$ cat config.mk
export PLATFORM = sky130hd
export DESIGN_NAME = operand_join
export DESIGN_NICKNAME = d
export VERILOG_FILES = /design/src/rtl/operand_join_pkg.sv /design/src/rtl/operand_join_fifo.sv /design/src/rtl/operand_join.sv
export SDC_FILE = /design/constraint.sdc
export NUM_CORES = 1
export LEC_CHECK = 0
export CAP_MARGIN = 20
export CORE_ASPECT_RATIO = 1.25
export CORE_MARGIN = 2
export CORE_UTILIZATION = 45
export DETAILED_ROUTE_END_ITERATION = 10
export GPL_TIMING_DRIVEN = 0
export PLACE_DENSITY_LB_ADDON = 0.1
export SLEW_MARGIN = 10
export SYNTH_ARGS = -nofsm -noshare
export SYNTH_HDL_FRONTEND = slang
export SYNTH_SLANG_ARGS = --single-unit
export TNS_END_PERCENT = 5
$ cat constraint.sdc
create_clock -name CLK -period 2.1 [get_ports CLK]
set_input_delay 0.42 -clock CLK [delete_from_list [all_inputs] [get_ports CLK]]
set_output_delay 0.42 -clock CLK [all_outputs]
set_load 0.01 [all_outputs]
$ cat src/rtl/operand_join_pkg.sv
// Shared constants and helpers for the operand join block and its FIFOs.
// Optional build macro: OPERAND_JOIN_DROP_CNT_EN (drop counter output).
package operand_join_pkg;

    // Default operand width and per-stream FIFO depth (power of two, >= 2).
    localparam int N_DEF     = 16;
    localparam int DEPTH_DEF = 4;
    localparam int AW_DEF    = $clog2(DEPTH_DEF);

    // Dropped-operand counter width and its saturation ceiling.
    localparam int                    DROP_CNT_W   = 8;
    localparam logic [DROP_CNT_W-1:0] DROP_CNT_MAX = {DROP_CNT_W{1'b1}};

    // Saturating add of 0, 1 or 2 drops to the running drop count.
    function automatic logic [DROP_CNT_W-1:0] drop_cnt_add(
        input logic [DROP_CNT_W-1:0] cur,
        input logic [1:0]            inc
    );
        logic [DROP_CNT_W:0] sum;
        sum = {1'b0, cur} + {{(DROP_CNT_W-1){1'b0}}, inc};
        if (sum > {1'b0, DROP_CNT_MAX}) begin
            return DROP_CNT_MAX;
        end
        return sum[DROP_CNT_W-1:0];
    endfunction

endpackage

$ cat src/rtl/operand_join_fifo.sv
// Single-clock register-array FIFO holding one operand stream.
// push/pop arrive pre-qualified from the top (stall and full already folded
// in), so this block never sees an illegal request. The head is presented
// combinationally so the top can capture it in the same cycle as the pop.
module operand_fifo
    import operand_join_pkg::*;
#(
    parameter int N     = N_DEF,
    parameter int DEPTH = DEPTH_DEF
) (
    input  logic                       clk,
    input  logic                       rst_n,
    input  logic                       push,
    input  logic                       pop,
    input  logic [N-1:0]               din,
    output logic [N-1:0]               dout,
    output logic [$clog2(DEPTH):0]     count,
    output logic                       full
);

    localparam int            AW      = $clog2(DEPTH);
    localparam logic [AW:0]   DEPTH_C = (AW+1)'(DEPTH);
    localparam logic [AW-1:0] PTR_ONE = AW'(1);
    localparam logic [AW:0]   CNT_ONE = (AW+1)'(1);

    logic [N-1:0]  mem_q [DEPTH];
    logic [AW-1:0] wr_ptr_q, wr_ptr_d;
    logic [AW-1:0] rd_ptr_q, rd_ptr_d;
    logic [AW:0]   count_q,  count_d;

    // Next-state for pointers and occupancy; pointers wrap because DEPTH is a power of two.
    always_comb begin
        wr_ptr_d = wr_ptr_q;
        rd_ptr_d = rd_ptr_q;
        count_d  = count_q;
        if (push) begin
            wr_ptr_d = wr_ptr_q + PTR_ONE;
        end
        if (pop) begin
            rd_ptr_d = rd_ptr_q + PTR_ONE;
        end
        case ({push, pop})
            2'b10:   count_d = count_q + CNT_ONE;
            2'b01:   count_d = count_q - CNT_ONE;
            default: count_d = count_q;
        endcase
    end

    // Pointer and count state; reset empties the FIFO without touching the array.
    always_ff @(posedge clk or negedge rst_n) begin
        if (!rst_n) begin
            wr_ptr_q <= '0;
            rd_ptr_q <= '0;
            count_q  <= '0;
        end else begin
            wr_ptr_q <= wr_ptr_d;
            rd_ptr_q <= rd_ptr_d;
            count_q  <= count_d;
        end
    end

    // Storage array; contents are meaningless once pointers are reset, so no reset here.
    always_ff @(posedge clk) begin
        if (push) begin
            mem_q[wr_ptr_q] <= din;
        end
    end

    assign dout  = mem_q[rd_ptr_q];
    assign count = count_q;
    assign full  = (count_q == DEPTH_C);

endmodule

$ cat src/rtl/operand_join.sv
// Operand join: buffers two independently timed operand streams and emits
// them as aligned pairs, with R_OUT1/R_OUT2 pulsing together for each pair.
// Optional build macro: OPERAND_JOIN_DROP_CNT_EN adds the DROP_CNT output,
// a saturating count of operands dropped on a full FIFO.
module operand_join
    import operand_join_pkg::*;
#(
    parameter int N     = N_DEF,
    parameter int DEPTH = DEPTH_DEF
) (
    input  logic                  CLK,
    input  logic                  RST,
    input  logic                  EN,
    input  logic                  R_IN1,
    input  logic [N-1:0]          D_IN1,
    input  logic                  R_IN2,
    input  logic [N-1:0]          D_IN2,
    output logic                  R_OUT1,
    output logic [N-1:0]          D_OUT1,
    output logic                  R_OUT2,
    output logic [N-1:0]          D_OUT2,
    output logic                  FULL1,
    output logic                  FULL2,
    output logic                  OVF
`ifdef OPERAND_JOIN_DROP_CNT_EN
    ,
    output logic [DROP_CNT_W-1:0] DROP_CNT
`endif
);

    localparam int AW = $clog2(DEPTH);

    // Per-stream views so both FIFOs can be built and qualified in one loop.
    logic [1:0]   r_in;
    logic [N-1:0] d_in   [2];
    logic [N-1:0] head   [2];
    logic [AW:0]  count  [2];
    logic [1:0]   full;
    logic [1:0]   push;
    logic [1:0]   drop;
    logic         pop;

    assign r_in    = {R_IN2, R_IN1};
    assign d_in[0] = D_IN1;
    assign d_in[1] = D_IN2;

    // A pair leaves only when both streams hold an operand, judged on pre-edge counts.
    assign pop = EN && (count[0] != '0) && (count[1] != '0);

    generate
        for (genvar gi = 0; gi < 2; gi++) begin : g_stream
            // A full FIFO still accepts when a pop frees its head slot this cycle.
            assign push[gi] = EN && r_in[gi] && (!full[gi] || pop);
            assign drop[gi] = EN && r_in[gi] && full[gi] && !pop;

            operand_fifo #(
                .N     (N),
                .DEPTH (DEPTH)
            ) u_fifo (
                .clk   (CLK),
                .rst_n (RST),
                .push  (push[gi]),
                .pop   (pop),
                .din   (d_in[gi]),
                .dout  (head[gi]),
                .count (count[gi]),
                .full  (full[gi])
            );
        end
    endgenerate

    logic         r_out_q,  r_out_d;
    logic [N-1:0] d_out1_q, d_out1_d;
    logic [N-1:0] d_out2_q, d_out2_d;
    logic         ovf_q,    ovf_d;

    // Output pair and sticky overflow; with EN low everything holds, stretching any pulse.
    always_comb begin
        r_out_d  = r_out_q;
        d_out1_d = d_out1_q;
        d_out2_d = d_out2_q;
        ovf_d    = ovf_q;
        if (EN) begin
            r_out_d = pop;
            if (pop) begin
                d_out1_d = head[0];
                d_out2_d = head[1];
            end
            if (drop != 2'b00) begin
                ovf_d = 1'b1;
            end
        end
    end

    // Output registers, cleared asynchronously so a reset kills any pending pulse at once.
    always_ff @(posedge CLK or negedge RST) begin
        if (!RST) begin
            r_out_q  <= 1'b0;
            d_out1_q <= '0;
            d_out2_q <= '0;
            ovf_q    <= 1'b0;
        end else begin
            r_out_q  <= r_out_d;
            d_out1_q <= d_out1_d;
            d_out2_q <= d_out2_d;
            ovf_q    <= ovf_d;
        end
    end

`ifdef OPERAND_JOIN_DROP_CNT_EN
    logic [DROP_CNT_W-1:0] drop_cnt_q, drop_cnt_d;

    // Count every dropped operand (2 when both streams drop together), saturating at the top.
    always_comb begin
        drop_cnt_d = drop_cnt_q;
        if (drop != 2'b00) begin
            drop_cnt_d = drop_cnt_add(drop_cnt_q, {drop[0] & drop[1], drop[0] ^ drop[1]});
        end
    end

    // Drop counter register.
    always_ff @(posedge CLK or negedge RST) begin
        if (!RST) begin
            drop_cnt_q <= '0;
        end else begin
            drop_cnt_q <= drop_cnt_d;
        end
    end

    assign DROP_CNT = drop_cnt_q;
`endif

    assign R_OUT1 = r_out_q;
    assign R_OUT2 = r_out_q;
    assign D_OUT1 = d_out1_q;
    assign D_OUT2 = d_out2_q;
    assign FULL1  = full[0];
    assign FULL2  = full[1];
    assign OVF    = ovf_q;

endmodule

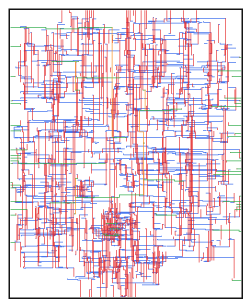
Figure 1: run 1, wiring by layer.
Scale: 2 px per µm.
Red stands for met2, wire length 6,870 µm. Orange stands for met4, wire length 141 µm. Green stands for met3, wire length 473 µm. Blue stands for met1, wire length 5,060 µm.
via total after detailed routing: 3,374
wire length per cell: 18.6 µm

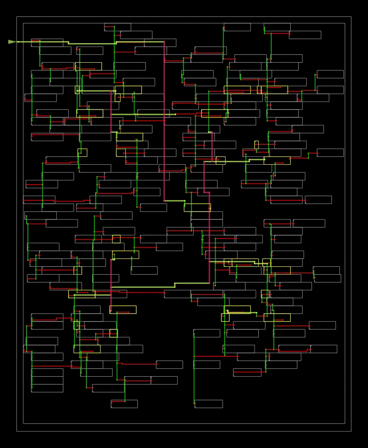
Figure 2: run 1, the clock network.
power attributed to the clock group: 2780 µW
clock tree skew after final layout: 7.35 ps
num sequential: 176

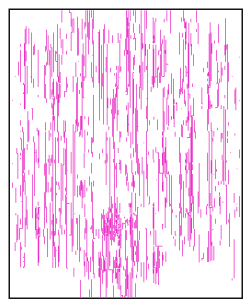
Figure 3: run 1, M2 wires.
Scale: 2 px per µm.
457 nets have wire on it. The layer holds 55% of the routed length. The layer carries 6,870 µm of wire. The wires run mostly vertical.

==> impl_report.txt, run 1 <==
==== FLOW RESULTS ====
----------------------------------------------------
[Clock tree]
  Clock tree from TritonCTS ........................ done
  Clock slew seen by the registers of the worst setup and hold paths ........................ around 70 ps
  Root Buffer Master ........................ clkbuf_16
  Clock insertion delay at the later pin of the skew report ........................ 420 ps
  Longest Clk Path Bufs ........................ 2
  CTS H-Tree Depth ........................ 4
  Sinks on Clock Net ........................ 176

[Routing]
  Count of routing violations after the opening detailed-route iteration ........................ 113
  Routed via count divided by cell count ........................ roughly 5
  Total wire length after detailed routing ........................ 12.5 mm
  Remaining antenna violation count after routing ........................ 0
  Router iterations before antenna repair ........................ 4

[Worst setup path]
  Cell-by-cell listing of the critical path ........................ buf_8 -> nor3_4 -> and2_4 -> nor2_4 -> inv_2 -> ha_4 -> inv_2 -> fa_2 -> xor2_1 -> nor2_1 -> xor2_1
  CP arrival ........................ 2500 ps
  CP Capture Type ........................ flip-flop
  Data required time at the worst endpoint ........................ 2440 ps
  Buf+Inv Stages, Crit Path ........................ 3
  Critical path startpoint category ........................ flip-flop
  Critical-path maximum fanout ........................ 7
  Worst path max stage delay ........................ approximately 380 ps
  Critical path start-end classification ........................ reg -> reg

[Run status]
  Run status ........................ finished, violations left
  Violated checks ........................ negative setup slack

[Synth]
  Syn Std Cell Area ........................ 7030 µm²
  Post-synthesis net count ........................ 395
  Share of the yosys chip area belonging to registers ........................ 71.8%
  Cell total in the yosys stat output ........................ between 300 and 400
  Average footprint of a synthesized cell ........................ 20.3 µm²
  Count of mapped cells out of synthesis ........................ 347
  Distinct cell type count after synthesis ........................ 36
  Yosys reg bits ........................ ~180

[Global routing]
  Pin count of the biggest net entering global routing ........................ 49
  Number of global-route vias before repair ........................ approximately 3,500
  Global-route wire length before repair ........................ 19.0 mm
  Aggregate global-route resource usage ........................ 15.9%

[Place]
  Final RePlAce weighted congestion ........................ 0.717
  HPWL after DPL ........................ 7.63 mm
  Area post-placement ........................ ~8000 µm²

[Die]
  IO Count ........................ 74
  FP Util ........................ 45.5%
  Die footprint ........................ 16,600 µm²
  Chip width ........................ 116 µm
  Die extent in y ........................ 144 µm

[Cells and area]
  Count of antenna diodes in the layout ........................ 0
  Most common logic cells in the final layout ........................ edfxtp_1, clkdlybuf4s50_1, dfrtp_1, mux4_2, mux2_4
  Number of nets in the layout ........................ roughly 500
  Reg area ........................ 5050 µm²
  Final non-filler cell area ........................ roughly 8700 µm²
  Layout Area Growth over Synthesis ........................ 24.1%
  Final core occ ........................ 56.5%
  Combinational gate area ........................ 1850 µm²
  Most common cell after layout, fill and taps aside ........................ edfxtp_1
  Share of post-route cells with drive strength above 1 ........................ 32.6%

[Final timing]
  Worst-case hold slack ........................ 55.6 ps
  Final worst-path cycle share ........................ 103%
  Max-slew violation count ........................ 0
  RSZ-0062 raised after global routing ........................ yes
  Final setup viols ........................ 1
  Achievable clock frequency ........................ 462 MHz
  Relative slew slack ........................ 53.3%
  Slew at the pin with the worst max-slew slack ........................ approximately 700 ps
  Post-route worst setup slack ........................ -62.8 ps

[Power]
  Largest vdd supply drop ........................ 0.611 mV
  Leak Pwr ........................ 0.00319 µW

[Flow run]
  # Max-Cap Violations ........................ 0

----------------------------------------------------
-- run 1: synth_stat cells (all sizes together) --
cell type	count	area, µm²
edfxtp	128	3840
dfrtp	48	1200
mux2	33	492
mux4	32	721
buf	14	120
inv	12	45.0
and2	9	56.3
ha	9	113
nand2	9	33.8
nor2	7	28.8
o21ai	6	30.0
a31oi	5	31.3
xnor2	5	43.8
xor2	5	43.8
clkbuf	4	27.5
nor3	4	47.5
a21oi	3	15.0
a21o	2	15.0
fa	2	40.0
nor3b	2	15.0
o31ai	2	15.0
a22o	1	10.0
nand2b	1	6.26
nand3	1	5.00
o22a	1	10.0
o32a	1	11.3
or3	1	7.51
-- run 1: registers in the layout (all words and copies together) (netlist names) --
register,count
OVF,1
g_stream.u_fifo.wr_ptr_q,4
g_stream.u_fifo.count,6
D_OUT1,16
R_OUT1,1
g_stream.u_fifo.mem_q,128
g_stream.u_fifo.rd_ptr_q,4
D_OUT2,16
-- run 1: worst paths after layout --
path / startpoint / end / slack, ps / cells past startpoint
max: g_stream[0].u_fifo.count[1] / g_stream[1].u_fifo.count[2] / -60 / 11
min: RST / R_OUT1 / 60 / 1
max reg2reg: g_stream[0].u_fifo.count[1] / g_stream[1].u_fifo.count[2] / -60 / 11
min reg2reg: OVF / OVF / 490 / 2
max in group asynchronous: RST / g_stream[1].u_fifo.count[1] / 1560 / 1
min in group CLK: EN / g_stream[0].u_fifo.count[2] / 360 / 2
-- run 1: per-stage QoR --
step                      worst slack (ps)  total power [µW]  TNS (ps)  instances
after global placement               -1190              9020   -119590        631
after floorplan                       21.4              7670         0        347
final                                -62.8             12000     -62.8        675
after global routing                  -173             12700      -193        675
after detailed placement              -712              9130    -68040        631
after CTS                             -201             12000      -440        663
-- run 1: worst register-to-register path, stage by stage, from the launching register on --
cell and delay, ps:
dfrtp_1 380, buf_8 140, nor3_4 270, and2_4 210
nor2_4 60, inv_2 70, ha_4 130, inv_2 40
fa_2 350, xor2_1 150, nor2_1 130, xor2_1 160
-- run 1: what timing repair did --
item                       CTS  global route
pin swaps                    2             8
setup buffers                0            12
gates resized               19            15
setup endpoints to repair  134            70
cloned                       0             0
-- run 1: cell type report --
type | instances | share of cell area (%)
timing repair buffer | 84 | 9.33
buffer | 18 | 1.92
inverter | 12 | 0.517
tap | 212 | 3.04
multi-input combinational | 141 | 21.3
clock buffer | 18 | 4.92
sequential | 176 | 57.9
clock inverter | 14 | 1.11
-- run 1: power breakdown --
group | internal [µW] | leakage, µW | total, µW | switching (µW)
combinational | 2570 | 0.00124 | 4350 | 1780
clock | 1500 | 0.000235 | 2780 | 1280
sequential | 4510 | 0.00172 | 4880 | 374
-- run 1: cells by family after synthesis --
family	share of synthesized area, %
adder cells (fa/ha/maj)	2.17
XOR/XNOR	1.25
flip-flops	71.8
AND-OR/OR-AND	1.96
AND/OR/NAND/NOR	2.85
buffers and inverters	2.74
multiplexers	17.3
-- run 1: metal layers --
layer | track usage [%] | wire [µm] | vias up
li1 | - | - | 1539
met1 | 18.3 | 5060 | 1753
met2 | 28.3 | 6870 | 67
met3 | 4.81 | 473 | 15
met4 | 5.26 | 141 | 0
met5 | 0 | 0 | -
Figure 4. Met3 routing (run 1).
Scale: 2 px per µm.
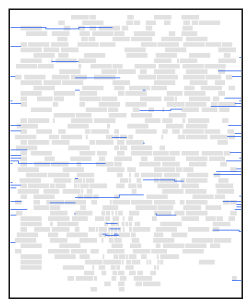

==> run 2, diff against run 1 <==
PLACE_DENSITY = 0.8   (was unset)
PLACE_DENSITY_LB_ADDON = unset   (was 0.1)
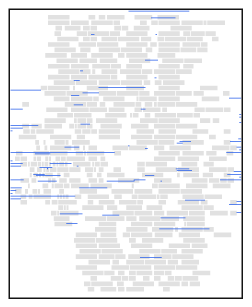
Figure 5: run 2, met3 routing.
Scale: 2 px per µm.
51 nets have wire on it. The longest straight run is 51.8 µm. The layer holds 4.1% of the routed length. The wires run mostly horizontal. The layer carries 513 µm of wire.

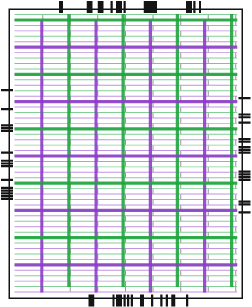
Figure 6: run 2, floorplan with the power grid.
Scale: 2 px per µm. Pins as bars on the die edge. Tap cells in gray.
Purple stands for VSS. Green stands for VDD.
8 straps on met4. 10 straps on met5.

==> impl_report.txt, run 2 <==
==== FLOW RESULTS ====
----------------------------------------------------
[Synth]
  Top cell type by instance count after synthesis ........................ edfxtp_1
  Post-synthesis net count ........................ 395 (unchanged)
  Syn Std Cell Area ........................ 7030 µm² (unchanged)
  Cell total in the yosys stat output ........................ 347 (unchanged)
  Commonest cells in the synthesized netlist ........................ edfxtp_1, dfrtp_1, mux2_4, mux4_2, inv_1
  Flip-flop cell with the highest count after synthesis ........................ edfxtp_1
  Share of the yosys chip area belonging to registers ........................ 71.8% (unchanged)
  Average footprint of a synthesized cell ........................ 20.3 µm² (unchanged)
  Yosys reg bits ........................ 176 (unchanged)
  Area share of the leading cell type in the synthesized netlist ........................ 54.7% (unchanged)
  FFs w/ async S/R, synth ........................ 27.3% (unchanged)

[Final timing]
  RSZ-0062 raised after global routing ........................ yes
  Final setup TNS ........................ -57.5 ps (+5.30 ps)
  Clock tree skew after final layout ........................ 11.8 ps (+4.44 ps)
  Final Hold Violating Endpoints ........................ 1
  Achievable clock frequency ........................ 464 MHz (+0.25%)
  Relative slew slack ........................ 50.7% (-2.7 points)
  Final worst-path cycle share ........................ 103% (-0.25 points)
  Worst-case hold slack ........................ -2.75 ps (-58.3 ps)
  Final setup viols ........................ 1 (unchanged)
  Post-route worst setup slack ........................ -57.5 ps (+5.30 ps)

[Place]
  Final RePlAce weighted congestion ........................ 0.791 (+10%)
  Setup slack at placement ........................ -635 ps (+77.1 ps)
  Area post-placement ........................ 8040 µm² (+0.22%)

[Die]
  Chip width ........................ 116 µm (unchanged)
  Die extent in y ........................ 144 µm (unchanged)
  FP Util ........................ 45.5% (unchanged)

[Cells and area]
  Final non-filler cell area ........................ 8770 µm² (+0.65%)
  Count of antenna diodes in the layout ........................ 0 (unchanged)
  Most common cell after layout, fill and taps aside ........................ edfxtp_1
  Final core occ ........................ 56.8% (+0.36 points)
  Register with the most flip-flops ........................ g_stream.u_fifo.mem_q
  Number of nets in the layout ........................ 493 (-1.0%)
  Most common logic cells in the final layout ........................ edfxtp_1, clkdlybuf4s50_1, dfrtp_1, mux4_2, mux2_4

[Worst setup path]
  Critical path start-end classification ........................ reg -> reg
  Cell-by-cell listing of the critical path ........................ nor3_4 -> and2_4 -> nor2_4 -> inv_2 -> ha_4 -> inv_2 -> fa_2 -> xor2_1 -> nor2_1 -> xor2_1
  CP Capture Type ........................ flip-flop
  Critical-path maximum fanout ........................ 8 (+1)
  Critical path startpoint category ........................ flip-flop
  First element of the critical path ........................ g_stream[0].u_fifo.count[0]
  Buf+Inv Stages, Crit Path ........................ 2 (-1)

[Clock tree]
  Longest Clk Path Bufs ........................ 2 (unchanged)
  Root Buffer Master ........................ clkbuf_16
  Sinks on Clock Net ........................ 176 (unchanged)
  Clock slew seen by the registers of the worst setup and hold paths ........................ 70 ps (about the same)
  Clock insertion delay at the later pin of the skew report ........................ 420 ps (about the same)
  CTS H-Tree Depth ........................ 4 (unchanged)

[Power]
  Largest vdd supply drop ........................ 0.642 mV (+5.1%)
  Power consumption ........................ 12,500 µW (+4.0%)

[Run status]
  Violated checks ........................ negative hold slack, negative setup slack
  Run status ........................ finished, violations left

[Flow run]
  # Max-Cap Violations ........................ 0 (unchanged)

[Routing]
  Remaining antenna violation count after routing ........................ 0 (unchanged)
  Count of routing violations after the opening detailed-route iteration ........................ 132 (+17%)

----------------------------------------------------
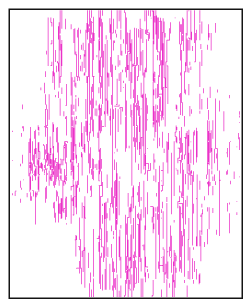
Figure 7: run 2, M2 wires.
Scale: 2 px per µm.
The layer carries 6,840 µm of wire. The wires run mostly vertical.
total wire length after detailed routing: 12.6 mm
via total after detailed routing: 3,430
grt met2 use: 28.1%

-- run 2: kinds of logic after synthesis --
group	count (synthesis)	synth area share [%]
AOI/OAI and AO/OA	21	1.96
xor gates and xnor gates	10	1.25
adders and majority gates	11	2.17
buffers and inverters	30	2.74
DFF	176	71.8
muxes	65	17.3
and+or+nand+nor	34	2.85
-- run 2: area by class of cell --
class / count / area, µm²
fillers: 1173 / 6670
plain buffers: 17 / 148
repair buffers: 80 / 790
well taps: 212 / 265
clock inverters: 14 / 200
clock buffers: 18 / 429
flip-flops and latches: 176 / 5050
multi-input cells: 141 / 1850
inverters: 12 / 45.0
-- run 2: metal layers --
layer / global-route usage, % / routed length (µm)
met1: 19.0 / 4970
met2: 28.1 / 6840
met3: 3.92 / 513
met5: 0 / 0
met4: 5.95 / 240
-- run 2: worst paths after layout --
check | end | slack, ps | depth (start not counted)
min in group CLK | g_stream[0].u_fifo.count[2] | 330 | 2
min reg2reg | OVF | 500 | 2
max reg2reg | g_stream[1].u_fifo.count[2] | -60 | 10
max | g_stream[1].u_fifo.count[2] | -60 | 10
max in group asynchronous | g_stream[1].u_fifo.count[1] | 1510 | 2
min | D_OUT1[0] | -3 | 1
-- run 2: per-stage QoR --
step | hold slack (ps) | instances
floorplan | 124 | 347
finish | -2.75 | 670
global route | 41.1 | 670
detailed placement | 472 | 632
global placement | 473 | 631
CTS | 21.3 | 664
-- run 2: timing repair --
| action | 4_1_cts | 5_1_grt |
|---|---|---|
| endpoints found under the setup margin | 133 | 69 |
| gates resized | 15 | 17 |
| setup buffers | 0 | 7 |
| pin swaps | 1 | 9 |
-- run 2: where the power goes --
group          leakage (µW)  switching [µW]  internal, µW
Clock              0.000309            1320          2020
Combinational       0.00120            1750          2480
Sequential          0.00172             416          4510
-- run 2: worst reg2reg max path: cells and delay by family, from the launching register on --
| kind | cells | cell delay [ps] |
|---|---|---|
| and+or+nand+nor | 4 | 700 |
| DFF | 1 | 490 |
| adders and majority gates | 2 | 490 |
| xor gates and xnor gates | 2 | 300 |
| buffers and inverters | 2 | 110 |
Figure 8. Wiring by layer (run 2).
Scale: 2 px per µm.
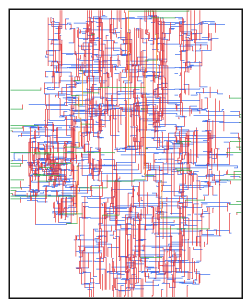

==> run 3, diff against run 2 <==
CTS_BUF_LIST = sky130_fd_sc_hd__clkbuf_16   (was unset)
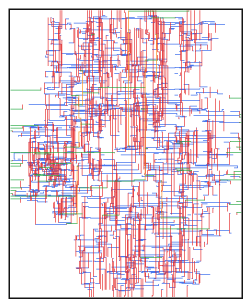
Figure 9: run 3, wiring by layer.
Scale: 2 px per µm.
Orange stands for met4, wire length 241 µm. Blue stands for met1, wire length 4,970 µm. Red stands for met2, wire length 6,840 µm. Green stands for met3, wire length 510 µm.
wire length per cell: 18.8 µm
aggregate global-route resource usage: 16.0%

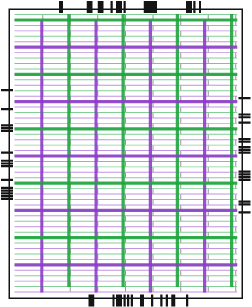
Figure 10: run 3, floorplan with the power grid.
Scale: 2 px per µm. Pins as bars on the die edge. Tap cells in gray.
Purple stands for VSS. Green stands for VDD.
8 straps on met4. 74 signal pins sit on the boundary. 10 straps on met5.

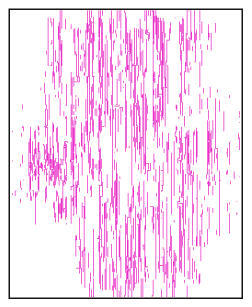
Figure 11: run 3, M2 wires.
Scale: 2 px per µm.
The layer carries 6,840 µm of wire. The wires run mostly vertical. The layer holds 54% of the routed length.
via total after detailed routing: 3,427
total wire length after detailed routing: 12.6 mm

==> impl_report.txt, run 3 <==
==== FLOW RESULTS ====
----------------------------------------------------
[Run status]
  Run status ........................ finished, violations left
  Violated checks ........................ negative hold slack, negative setup slack

[Synth]
  Portion of netlist area occupied by mux cells ........................ 17.3% (unchanged)
  FFs w/ async S/R, synth ........................ 27.3% (unchanged)
  Area share of the leading cell type in the synthesized netlist ........................ 54.7% (unchanged)
  Fraction of synthesized cell area in xor and xnor cells ........................ 1.25% (unchanged)
  Share of the yosys chip area belonging to registers ........................ 71.8% (unchanged)
  Average footprint of a synthesized cell ........................ 20.3 µm² (unchanged)
  Flip-flop cell with the highest count after synthesis ........................ edfxtp_1
  Cell total in the yosys stat output ........................ 347 (unchanged)
  Yosys reg bits ........................ 176 (unchanged)
  Top cell type by instance count after synthesis ........................ edfxtp_1
  Yosys adder share ........................ 2.17% (unchanged)
  Post-synthesis net count ........................ 395 (unchanged)
  Simple-gate portion of the synthesized area ........................ 2.85% (unchanged)
  Commonest cells in the synthesized netlist ........................ edfxtp_1, dfrtp_1, mux2_4, mux4_2, inv_1

[Clock tree]
  Clock slew seen by the registers of the worst setup and hold paths ........................ 70 ps (about the same)
  Clock tree from TritonCTS ........................ done
  Longest Clk Path Bufs ........................ 2 (unchanged)
  Clock insertion delay at the later pin of the skew report ........................ 420 ps (about the same)
  Root Buffer Master ........................ clkbuf_16
  Sinks on Clock Net ........................ 176 (unchanged)
  CTS H-Tree Depth ........................ 4 (unchanged)

[Die]
  FP Util ........................ 45.5% (unchanged)
  Chip width ........................ 116 µm (unchanged)
  Die extent in y ........................ 144 µm (unchanged)

[Worst setup path]
  CP Capture Type ........................ flip-flop
  Critical-path maximum fanout ........................ 8 (unchanged)
  Critical path startpoint category ........................ flip-flop
  Critical path start-end classification ........................ reg -> reg

[Final timing]
  Post-route worst setup slack ........................ -57.5 ps (+0.000400 ps)
  Achievable clock frequency ........................ 464 MHz (unchanged)
  RSZ-0062 raised after global routing ........................ yes
  Worst-case hold slack ........................ -2.75 ps (+0.00427 ps)
  Final Hold Violating Endpoints ........................ 1 (unchanged)
  Final setup viols ........................ 1 (unchanged)
  Final setup TNS ........................ -57.5 ps (+0.000400 ps)
  Final worst-path cycle share ........................ 103% (about the same)
  Relative slew slack ........................ 50.7% (unchanged)

[Global routing]
  Busiest metal layer after global routing ........................ met2
  Met1 demand-to-capacity share in global routing ........................ 19.0% (unchanged)
  Grt met2 use ........................ 28.1% (unchanged)
  Global routing usage on met3 ........................ 3.92% (unchanged)

[Cells and area]
  Register with the most flip-flops ........................ g_stream.u_fifo.mem_q
  Layout Area Growth over Synthesis ........................ 24.9%
  Most common cell after layout, fill and taps aside ........................ edfxtp_1
  Most common logic cells in the final layout ........................ edfxtp_1, clkdlybuf4s50_1, dfrtp_1, mux4_2, mux2_4
  Number of nets in the layout ........................ 493 (unchanged)
  Count of antenna diodes in the layout ........................ 0 (unchanged)
  Final std cells w/o fill ........................ 670 (unchanged)

[Power]
  Largest vdd supply drop ........................ 0.642 mV (about the same)
  Power consumption ........................ 12,500 µW (about the same)

[Flow run]
  # Max-Cap Violations ........................ 0 (unchanged)

[Place]
  Setup slack at placement ........................ -635 ps (unchanged)
  Final RePlAce weighted congestion ........................ 0.791 (unchanged)

[Routing]
  Remaining antenna violation count after routing ........................ 0 (unchanged)
  Count of routing violations after the opening detailed-route iteration ........................ 132 (unchanged)
  Router iterations before antenna repair ........................ 4

----------------------------------------------------
## run 3: cell counts after synthesis
Identical to the previous run, type by type.
## run 3: cells by family after synthesis
kind of cell               Yosys count
muxes                               65
buffers and inverters               30
xor gates and xnor gates            10
and+or+nand+nor                     34
AOI/OAI and AO/OA                   21
DFF                                176
adders and majority gates           11
## run 3: metrics by stage
stage / area, µm² / util, % / hold WS (ps)
after floorplan: 7040 / - / 124
after global placement: 8030 / 52.0 / 473
after detailed placement: 8040 / 52.1 / 472
after CTS: 8690 / 56.3 / 21.3
after global routing: 8770 / 56.8 / 41.1
final: 8770 / 56.8 / -2.75
## run 3: critical path: stages, from the launching register on
cell and delay (ps):
dfrtp_2 490, nor3_4 290, and2_4 200, nor2_4 30
inv_2 70, ha_4 140, inv_2 40, fa_2 350
xor2_1 150, nor2_1 170, xor2_1 150
## run 3: timing repair
item	4_1_cts	5_1_grt
pin swaps	1	9
buffers inserted	0	7
resized	15	17
hold buffers	0	0
setup endpoints to repair	133	69
## run 3: path summary, 6_finish.rpt
check,startpoint,endpoint,slack [ps],cells after the start
max,g_stream[0].u_fifo.count[0],g_stream[1].u_fifo.count[2],-60,10
min,RST,D_OUT1[0],-3,1
max reg2reg,g_stream[0].u_fifo.count[0],g_stream[1].u_fifo.count[2],-60,10
min reg2reg,OVF,OVF,500,2
max in group asynchronous,RST,g_stream[1].u_fifo.count[1],1510,2
min in group CLK,EN,g_stream[0].u_fifo.count[2],330,2
## run 3: layout make-up
class,instances,area (µm²)
fill,1173,6670
sequential,176,5050
multi-input combinational,141,1850
timing repair buffer,80,790
clock buffer,17,425
tap,212,265
clock inverter,15,204
buffer,17,148
inverter,12,45.0
## run 3: routing by layer
metal	part of all wire, %	wire length, µm
met1	40	4970
met2	54	6840
met3	4.1	510
met4	1.9	240
met5	0	0
## run 3: report_power, final
| group | leakage, µW | total (µW) | switching (µW) | internal (µW) |
|---|---|---|---|---|
| sequential | 0.00172 | 4930 | 416 | 4510 |
| clock | 0.000313 | 3330 | 1320 | 2010 |
| combinational | 0.00120 | 4230 | 1750 | 2480 |
No activity file was given, so power comes from the tool's default toggle rates.
